[src/rtl/kmeans_centroid_update.sv]
// kmeans_centroid_update: reader side of the k=2, n=2 k-means accumulator.
// Reads the per-centroid coordinate sums and point counts, divides them with
// two sequential restoring dividers (one per dimension) and presents the new
// centroids with a one-cycle up_centroids strobe and a convergence flag.

// One restoring-divider lane: loads a dividend, then performs one MSB-first
// restoring step per enabled cycle. The dividend register doubles as the
// quotient register: each step shifts a dividend bit out and a quotient bit in.
module kmeans_div_lane #(
  parameter int acc_sum_width = 24,
  parameter int cnt_width     = 9
) (
  input  logic                     clk,
  input  logic                     rst,
  input  logic                     load,
  input  logic                     step,
  input  logic [acc_sum_width-1:0] dividend,
  input  logic [cnt_width-1:0]     divisor,
  output logic [acc_sum_width-1:0] quotient
);

  logic [cnt_width:0]   rem;
  logic [cnt_width+1:0] rem_wide;
  logic [cnt_width+1:0] divisor_wide;
  logic [cnt_width:0]   rem_next;
  logic                 fits;

  // Trial subtraction of one restoring step. The remainder is always below the
  // divisor, so the shifted value minus the divisor fits back into rem.
  always_comb begin
    rem_wide     = {rem, quotient[acc_sum_width-1]};
    divisor_wide = (cnt_width+2)'(divisor);
    fits         = (rem_wide >= divisor_wide);
    rem_next     = fits ? (cnt_width+1)'(rem_wide - divisor_wide)
                        : (cnt_width+1)'(rem_wide);
  end

  // Remainder / dividend-quotient shift register.
  always_ff @(posedge clk) begin
    if (!rst) begin
      rem      <= '0;
      quotient <= '0;
    end else if (load) begin
      rem      <= '0;
      quotient <= dividend;
    end else if (step) begin
      rem      <= rem_next;
      quotient <= {quotient[acc_sum_width-2:0], fits};
    end
  end

endmodule

// Sequencer for the two centroids.
//
//   state  | meaning
//   -------+-----------------------------------------------------------------
//   IDLE   | waiting for start; done/converged hold the last result
//   LOAD   | sum memories addressed by idx; dividends and count latched
//   DIV    | acc_sum_width restoring steps, both dimensions in parallel
//   STORE  | quotient (or kept centroid for an empty cluster) written to _n
//   UPDATE | up_centroids strobe, done set, back to IDLE
module kmeans_centroid_update #(
  parameter int data_width    = 16,
  parameter int acc_sum_width = 24,
  parameter int cnt_width     = 9
) (
  input  logic                     clk,
  input  logic                     rst,
  input  logic                     start,
  output logic                     sum_rd_addr,
  input  logic [acc_sum_width-1:0] sum_d0_in,
  input  logic [acc_sum_width-1:0] sum_d1_in,
  input  logic [cnt_width-1:0]     k0_count,
  input  logic [cnt_width-1:0]     k1_count,
  input  logic [data_width-1:0]    k0_0,
  input  logic [data_width-1:0]    k0_1,
  input  logic [data_width-1:0]    k1_0,
  input  logic [data_width-1:0]    k1_1,
  output logic [data_width-1:0]    k0_0_n,
  output logic [data_width-1:0]    k0_1_n,
  output logic [data_width-1:0]    k1_0_n,
  output logic [data_width-1:0]    k1_1_n,
  output logic                     up_centroids,
  output logic                     busy,
  output logic                     done,
  output logic                     converged
);

  localparam int iter_width = $clog2(acc_sum_width);
  localparam logic [iter_width-1:0] iter_last = iter_width'(acc_sum_width - 1);

  typedef enum logic [2:0] {
    IDLE   = 3'd0,
    LOAD   = 3'd1,
    DIV    = 3'd2,
    STORE  = 3'd3,
    UPDATE = 3'd4
  } state_t;

  state_t                  state;
  logic                    idx;
  logic [iter_width-1:0]   iter;
  logic [cnt_width-1:0]    divisor;
  logic                    lane_load;
  logic                    lane_step;
  logic [acc_sum_width-1:0] quot_d0;
  logic [acc_sum_width-1:0] quot_d1;
  logic [data_width-1:0]   keep_d0;
  logic [data_width-1:0]   keep_d1;
  logic [data_width-1:0]   new_d0;
  logic [data_width-1:0]   new_d1;
  logic                    quot_unused;

  // Both memories are asynchronous-read and share the centroid index.
  assign sum_rd_addr = idx;

  assign lane_load = (state == LOAD);
  assign lane_step = (state == DIV);

  kmeans_div_lane #(
    .acc_sum_width (acc_sum_width),
    .cnt_width     (cnt_width)
  ) u_div_d0 (
    .clk      (clk),
    .rst      (rst),
    .load     (lane_load),
    .step     (lane_step),
    .dividend (sum_d0_in),
    .divisor  (divisor),
    .quotient (quot_d0)
  );

  kmeans_div_lane #(
    .acc_sum_width (acc_sum_width),
    .cnt_width     (cnt_width)
  ) u_div_d1 (
    .clk      (clk),
    .rst      (rst),
    .load     (lane_load),
    .step     (lane_step),
    .dividend (sum_d1_in),
    .divisor  (divisor),
    .quotient (quot_d1)
  );

  // The mean never exceeds the coordinate range, so the quotient MSBs are
  // always zero and are dropped.
  assign quot_unused = ^{quot_d0[acc_sum_width-1:data_width],
                         quot_d1[acc_sum_width-1:data_width]};

  // New centroid for the current idx; an empty cluster keeps its old position.
  always_comb begin
    keep_d0 = idx ? k1_0 : k0_0;
    keep_d1 = idx ? k1_1 : k0_1;
    if (divisor == '0) begin
      new_d0 = keep_d0;
      new_d1 = keep_d1;
    end else begin
      new_d0 = quot_d0[data_width-1:0];
      new_d1 = quot_d1[data_width-1:0];
    end
  end

  // Sequencer with registered outputs.
  always_ff @(posedge clk) begin
    if (!rst) begin
      state        <= IDLE;
      idx          <= 1'b0;
      iter         <= '0;
      divisor      <= '0;
      k0_0_n       <= '0;
      k0_1_n       <= '0;
      k1_0_n       <= '0;
      k1_1_n       <= '0;
      up_centroids <= 1'b0;
      busy         <= 1'b0;
      done         <= 1'b0;
      converged    <= 1'b0;
    end else begin
      up_centroids <= 1'b0;
      case (state)
        IDLE: begin
          if (start) begin
            idx       <= 1'b0;
            done      <= 1'b0;
            converged <= 1'b0;
            busy      <= 1'b1;
            state     <= LOAD;
          end
        end
        LOAD: begin
          divisor <= idx ? k1_count : k0_count;
          iter    <= '0;
          state   <= DIV;
        end
        DIV: begin
          if (iter == iter_last) begin
            state <= STORE;
          end else begin
            iter <= iter + 1'b1;
          end
        end
        STORE: begin
          if (!idx) begin
            k0_0_n <= new_d0;
            k0_1_n <= new_d1;
            idx    <= 1'b1;
            state  <= LOAD;
          end else begin
            k1_0_n       <= new_d0;
            k1_1_n       <= new_d1;
            // Compared against the values being written so the flag is
            // ready in the same cycle as the strobe.
            converged    <= (k0_0_n == k0_0) && (k0_1_n == k0_1) &&
                            (new_d0 == k1_0) && (new_d1 == k1_1);
            up_centroids <= 1'b1;
            done         <= 1'b1;
            state        <= UPDATE;
          end
        end
        UPDATE: begin
          busy  <= 1'b0;
          state <= IDLE;
        end
        default: begin
          state <= IDLE;
        end
      endcase
    end
  end

endmodule

[config.mk]
export PLATFORM = sky130hd
export DESIGN_NAME = kmeans_centroid_update
export DESIGN_NICKNAME = d
export VERILOG_FILES = /design/src/rtl/kmeans_centroid_update.sv
export SDC_FILE = /design/constraint.sdc
export NUM_CORES = 1
export LEC_CHECK = 0
export CAP_MARGIN = 10
export CORE_MARGIN = 4
export CORE_UTILIZATION = 53
export CTS_BUF_LIST = sky130_fd_sc_hd__clkbuf_8
export DETAILED_ROUTE_END_ITERATION = 12
export GPL_TIMING_DRIVEN = 0
export PLACE_DENSITY = 0.81
export SLEW_MARGIN = 20
export SYNTH_ARGS = -nofsm -noshare
export SYNTH_HDL_FRONTEND = slang
export SYNTH_HIERARCHICAL = 1
export SYNTH_SLANG_ARGS = --single-unit
[constraint.sdc]
create_clock -name clk -period 3.09 [get_ports clk]
set_input_delay 0.4635 -clock clk [delete_from_list [all_inputs] [get_ports clk]]
set_output_delay 0.4635 -clock clk [all_outputs]
set_load 0.01 [all_outputs]
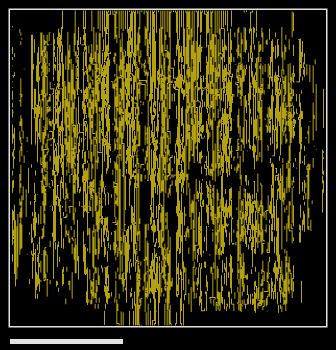
Figure 1: run 1, metal 2.
Bar = 50 um.
1,271 nets have wire on it. The layer carries 14,600 um of wire. The layer holds 47% of the routed length.
met2 track utilization from global routing: 50.69%
total detailed-routing wirelength: 31,250 um
vias after detailed routing: 9,174

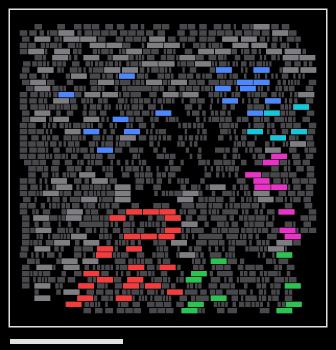
Figure 2: run 1, register map, names as in the netlist.
Bar = 50 um.
Key: cyan = `iter` [placed flops 5, where right middle]; red = `u_div_d0/quotient` [placed flops 24]; green = `u_div_d0/rem` [placed flops 10]; blue = `k0_0_n` [placed flops 16]; magenta = `divisor` [placed flops 9, where right middle]
sequential power: 2.58 mW
sequential fraction of total cell area: 26.02%
Flop area: 3083 um^2

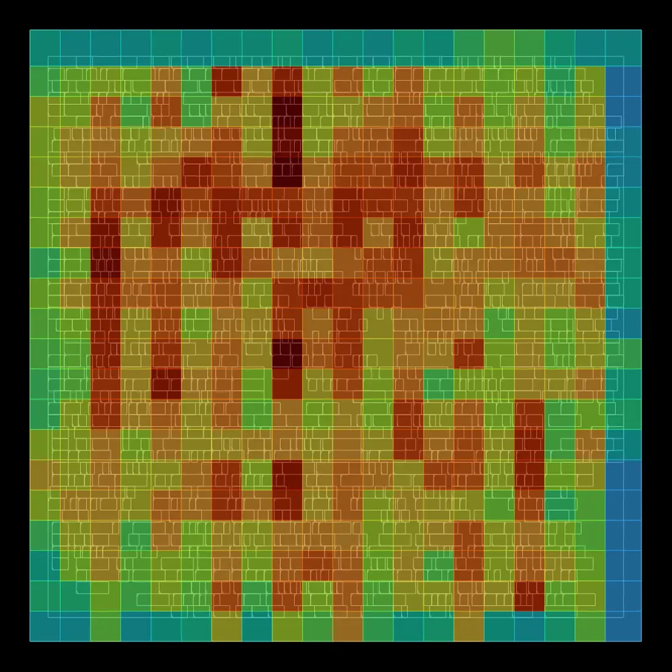
Figure 3: run 1, track usage over the die.
routed wirelength normalized by instance count: 19.62 um
post-layout utilization of the core: 70.69%
grt peak-use layer: met2
GRT met1 Usage: 40.74%

==> flow_summary_export.csv, run 1 <==
group,metric,value,unit
run_status,outcome,"finished clean",
setup_path,timing.critical_path.cells,"clkbuf_1 -> nor2b_1 -> nor2b_2 -> clkbuf_1 -> clkbuf_1 -> clkbuf_1 -> o211ai_1 -> a21oi_1",
final_timing,clock_skew,15.03,ps
final_timing,layout_min_cycle_time,2820,ps
place,numPlacedInstances,1559,
final_layout,layout.cell_area.non_filler,11850,um^2
run,openroad.warnings,27,
synth,yosys.cell_types.count,53,
setup_path,cp.required,3480,ps
final_timing,finalCritPeriodShare,91.28,%
run,drv_cap,0,
place,finalWeightedCongestion,0.9843,
final_timing,final-setup-viol-count,0,
final_timing,f_max,354.6,MHz
clock_network,clock_tree_from_tritoncts,"yes",
final_timing,maxSlewHeadroom,46.66,%
final_timing,unrepaired_setup_endpoints_after_global_routing,"no",
floorplanning,placementRows,47,
synth,area_leaders,"dfxtp_1, mux2i_1, nand2_1",
final_layout,syn_to_final_growth,29.61,%
synth,ys_seq_share,33.73,%
power,p_per_area,782.6,nW/um^2
routing,dr_pass1_iterations,5,
global_routing,grt.total_usage,30.94,%
synth,post_synth_tally_of_flip_flops_with_integrated_enable,0,
synth,floorplan.nets,1292,
final_timing,final_hold_viol_count,0,
place,dpl_cell_area,11430,um^2
routing,remaining_drc_errors,0,
final_timing,tightestPinTransition,797.6,ps
floorplanning,die_h,139.3,um
clock_network,number_of_buffers_created_by_cts,17,
floorplanning,die_width,139.3,um
clock_network,ctsHtreeMaxLevel,4,
synth,netlist.top_cell.by_instances,"nand2_1",
final_timing,fin_tns_setup,0,ps
floorplanning,dieArea,19410,um^2
synth,synth_chip_area,9141,um^2
synth,yosys_cells,1138,
final_timing,timing_max_transition_violations_final,0,
worst_hold_path,hold_class,"reg -> reg",
synth,synth-seq-cells,154,
synth,yosysWarningCount,6,
synth,synth_area,9141,um^2
clock_network,clock_sink_count,154,
power,ir_worst_vdd,0.4863,mV
setup_path,critPathKind,"reg -> reg",
final_layout,n_fill_cell,1397,
synth,async_flop_share,0,%
final_layout,instances_no_fill,1593,
setup_path,setup.worst_path.start_class,"flip-flop",
final_layout,final_net_count,1512,
final_timing,fin_ws,269.5,ps
final_layout,final_layout_size_suffix_gt1_share,5.325,%
power,power.leakage,4.391,nW
routing,drt_iter0_markers,850,
global_routing,grt_pass1_vias,8903,
global_routing,antenna_found_initial,2,
place,place.detailed.hpwl,24530,um
power,power.total,9.272,mW
global_routing,largest_net_degree_at_the_start_of_global_routing,20,
place,preCtsSetupSlack,61.08,ps
floorplanning,io_pins,202,
setup_path,critical_path.slowest_cell,"clkbuf_1",
routing,residual_antenna_violating_net_count_after_detailed_routing,0,
setup_path,critical_path.most_common_cell,"clkbuf_1",
place,port_buffers,201,
routing,route.detailed.vias_per_inst,5.759,
synth,yosys.area.top_type_share,33.73,%
setup_path,cp_max_fo,10,
setup_path,max_stage_delay,450,ps
floorplanning,floorplan.initialDensity,54.54,%
synth,netlist_top_cells_count,"nand2_1, dfxtp_1, o21ai_0",
clock_network,clk_pin_slew_worst_paths,90,ps
clock_network,root_buffer,"clkbuf_8",
synth,largest_area_cell,"dfxtp_1",
setup_path,critPathCaptureType,"flip-flop",
clock_network,cts.path.max_buffers,2,
global_routing,use_met3,5.763,%
global_routing,overflow,0,
synth,dominantRegCellSynth,"dfxtp_1",
clock_network,clk-insertion-delay-late,460,ps
global_routing,grt_pass1_wl,48040,um
floorplanning,core_area,16760,um^2
setup_path,worst-endpoint-arrival,3220,ps
clock_network,post-cts-setup-buffers,0,
synth,synth_area_per_cell,8.033,um^2
synth,number_of_cells_produced_by_synthesis,1138,
==> run 1: layer usage <==
layer | wire length, um | vias to the layer above
met1 | 13220 | 4296
met4 | 953 | 0
met5 | 0 | -
li1 | - | 4364
met2 | 14620 | 448
met3 | 2451 | 66
==> run 1: area by class of cell <==
| cell class | count | area (um^2) | area share (%) |
|---|---|---|---|
| multi-input combinational | 875 | 5599 | 47.26 |
| sequential | 154 | 3083 | 26.02 |
| timing repair buffer | 201 | 2012 | 16.98 |
| buffer | 68 | 310.3 | 2.619 |
| tap | 220 | 275.3 | 2.323 |
| clock buffer | 17 | 234.0 | 1.975 |
| clock inverter | 15 | 175.2 | 1.479 |
| inverter | 41 | 153.9 | 1.299 |
| antenna | 2 | 5.005 | 0.04224 |
==> run 1: where the power goes <==
part	internal, mW	switching [mW]	total (mW)
registers	2.26	0.323	2.58
clock network	0.800	0.811	1.61
logic	2.11	2.96	5.08
total	5.17	4.10	9.27
==> run 1: per-stage QoR <==
| step | hold WS, ps | utilization, % |
|---|---|---|
| after global placement | 445.9 | 68.19 |
| final | 455.9 | 70.69 |
| after global routing | 480.1 | 70.69 |
| after floorplan | 468.9 | - |
| after CTS | 458.6 | 70.63 |
| after detailed placement | 449.6 | 68.19 |
==> run 1: cell usage in the layout (no fill, tap or decap), types with 9 or more instances in the layout <==
master,n
clkdlybuf4s50_1,201
nand2_1,181
dfxtp_1,154
o21ai_0,115
mux2i_1,99
and2_1,89
a21oi_1,75
clkbuf_1,48
nor2_1,42
inv_1,42
xor2_1,38
xnor2_1,31
a21boi_0,21
ha_1,19
nand3_1,18
nand4_1,17
clkbuf_8,17
o22ai_1,16
buf_2,12
nor2b_1,12
nor4_1,10
nand2b_1,10
o211a_1,9
==> run 1: worst paths after layout <==
| path | start | endpoint | slack, ps | depth (start not counted) |
|---|---|---|---|---|
| max | state[2] | u_div_d0/rem[7] | 270 | 8 |
| min reg2reg | k1_0_n[13] | k1_0_n[13] | 460 | 2 |
| max reg2reg | state[2] | u_div_d0/rem[7] | 270 | 8 |
| min | k1_0_n[13] | k1_0_n[13] | 460 | 2 |
==> run 1: sequential cells by signal (all words and copies together), names as in the netlist <==
| signal | cells |
|---|---|
| u_div_d0/quotient | 24 |
| u_div_d1/quotient | 24 |
| k0_0_n | 16 |
| k0_1_n | 16 |
| k1_0_n | 16 |
| k1_1_n | 16 |
| u_div_d0/rem | 10 |
| u_div_d1/rem | 10 |
| divisor | 9 |
| iter | 5 |
| state | 3 |
| busy | 1 |
| converged | 1 |
| done | 1 |
| sum_rd_addr | 1 |
| up_centroids | 1 |
==> run 1: critical path, delay by kind of cell, from the launching register on <==
| kind | cells | cell delay, ps |
|---|---|---|
| compound gates | 2 | 360 |
| buf+inv | 4 | 1410 |
| flops | 1 | 310 |
| simple gates | 2 | 670 |
==> run 1: what timing repair did <==
item	in CTS	in global routing
setup endpoints to repair	0	34
hold endpoints to repair	0	0
gates resized	0	6
hold buffers	0	0
==> run 1: logic make-up after synthesis <==
| logic type | synth area share [%] |
|---|---|
| simple gates | 21.11 |
| compound gates | 19.38 |
| flops | 33.73 |
| buf+inv | 5.051 |
| mux | 11.09 |
| xor+xnor | 6.611 |
| fa+ha+maj | 3.039 |
--- run 2 (diff from run 1) ---
CORE_MARGIN = 3   (was 4)
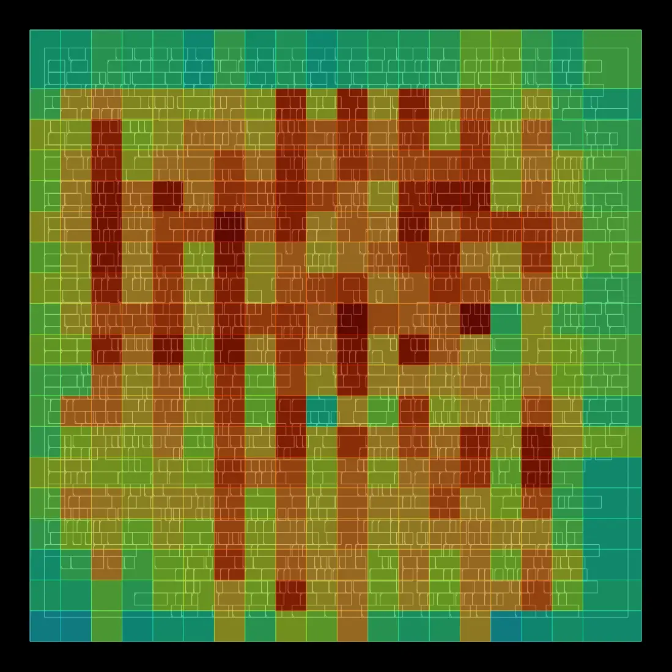
Figure 4: run 2, track usage over the die.
routed wirelength normalized by instance count: 19.58 um
Total GRT Usage: 32.55%

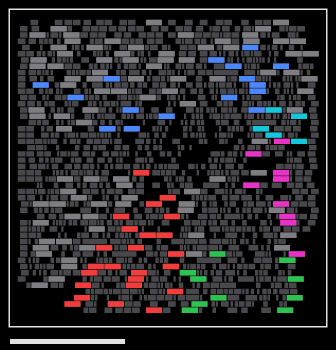
Figure 5: run 2, register map, names as in the netlist.
Bar = 50 um.
Key: red = `u_div_d0/quotient` [placed flops 24]; green = `u_div_d0/rem` [placed flops 10]; magenta = `divisor` [placed flops 9, where right middle]; blue = `k0_0_n` [placed flops 16]; cyan = `iter` [placed flops 5]
Another 90 sequential cells are not colored.
sequential fraction of total cell area: 25.92%
sequential power: 2.59 mW

==> run 2 against run 1 <==
Against the previous run:
- count of clock-buffer cells in the layout is the same
- critical path depth did not move
- die area fell by 2.9%
- final cell count unchanged
- sequential share of layout area fell by 0.10 points
- critical endpoint unchanged
==> flow_summary_export.csv, run 2 <==
group,metric,value,unit
clock_network,cts_resized,0,
setup_path,setup.worst_path.start_class,"flip-flop",
clock_network,number_of_buffers_created_by_cts,17,
clock_network,post-cts-setup-buffers,0,
floorplanning,io_pins,202,
final_timing,fin_ws,270.0,ps
final_timing,clock_skew,12.60,ps
final_layout,ff_latch_area,3083,um^2
worst_hold_path,hold-path-cell-count,2,
floorplanning,placementRows,47,
power,power.leakage,4.403,nW
clock_network,root_buffer,"clkbuf_8",
routing,wl_met2,14430,um
setup_path,reg2reg_setup_slack,270,ps
synth,synth_area,9141,um^2
clock_network,clk-insertion-delay-late,470,ps
worst_hold_path,timing.hold.worst_endpoint,"k1_0_n[1]",
global_routing,grt_pass1_vias,8788,
place,port_buffers,201,
final_timing,maxSlewHeadroom,48.44,%
final_timing,final_hold_viol_count,0,
setup_path,critPathKind,"reg -> reg",
setup_path,critPathCaptureType,"flip-flop",
power,p_per_area,792.3,nW/um^2
setup_path,cp_max_fo,10,
synth,number_of_cells_produced_by_synthesis,1138,
setup_path,worst-endpoint-arrival,3220,ps
floorplanning,floorplan.initialDensity,54.54,%
synth,async_flop_share,0,%
worst_hold_path,hold_class,"reg -> reg",
routing,vias,9286,
run_status,outcome,"finished clean",
final_timing,f_max,354.6,MHz
place,preCtsSetupSlack,100.9,ps
setup_path,launching_point_of_the_worst_reg2reg_path,"state[2]",
floorplanning,die_width,137.3,um
global_routing,overflow,0,
clock_network,clock_tree_from_tritoncts,"yes",
synth,synth_area_per_cell,8.033,um^2
clock_network,count_of_hold_fix_buffers_inserted_at_cts,0,
global_routing,antenna_found_initial,2,
run 2: worst max-delay path, stage by stage (launching register included):
cell      delay [ps]
dfxtp_1          300
clkbuf_1         210
nor2b_1          220
nor2b_2          390
clkbuf_1         320
clkbuf_1         460
clkbuf_1         460
o211ai_1         200
a21oi_1          180
run 2: how the worst max path moves through the flow:
| stage | startpoint | to | slack, ps | cells past startpoint |
|---|---|---|---|---|
| 6_report | state[2] | u_div_d0/rem[7] | 270 | 8 |
| 5_1_grt | state[2] | u_div_d0/rem[7] | 20 | 8 |
| 4_1_cts | state[2] | u_div_d1/rem[7] | 30 | 8 |
| 3_5_place_dp | state[2] | u_div_d1/rem[7] | 100 | 8 |
| 3_3_place_gp | state[2] | u_div_d1/rem[7] | 140 | 8 |
| 2_1_floorplan | state[2] | u_div_d0/quotient[1] | 920 | 9 |
run 2: per-layer routing:
metal / GRT usage [%] / up-vias
met5: 0 / -
met4: 12.97 / 2
met3: 7.414 / 92
met2: 52.10 / 459
met1: 42.62 / 4362
li1: - / 4371
run 2: kinds of logic (layout without fill, tap and decap cells):
kind of cell	count (synthesis)	count (layout)	share of synthesized area [%]
other	0	2	0
AND-OR/OR-AND	286	286	19.38
buffers and inverters	109	342	5.051
AND/OR/NAND/NOR	398	398	21.11
adder cells (fa/ha/maj)	21	21	3.039
XOR/XNOR	69	69	6.611
flip-flops	154	154	33.73
multiplexers	101	101	11.09
run 2: power breakdown:
group          internal (mW)  switching [mW]
combinational           2.11            2.95
sequential              2.26           0.325
clock                  0.963           0.820
run 2: final cells by class:
type / instances / share of cell area [%]
timing repair buffer: 201 / 16.91
buffer: 68 / 2.609
sequential: 154 / 25.92
antenna: 2 / 0.04207
clock inverter: 15 / 1.872
clock buffer: 17 / 1.967
multi-input combinational: 875 / 47.07
inverter: 41 / 1.294
tap: 220 / 2.314
No activity file was given, so power comes from the tool's default toggle rates.
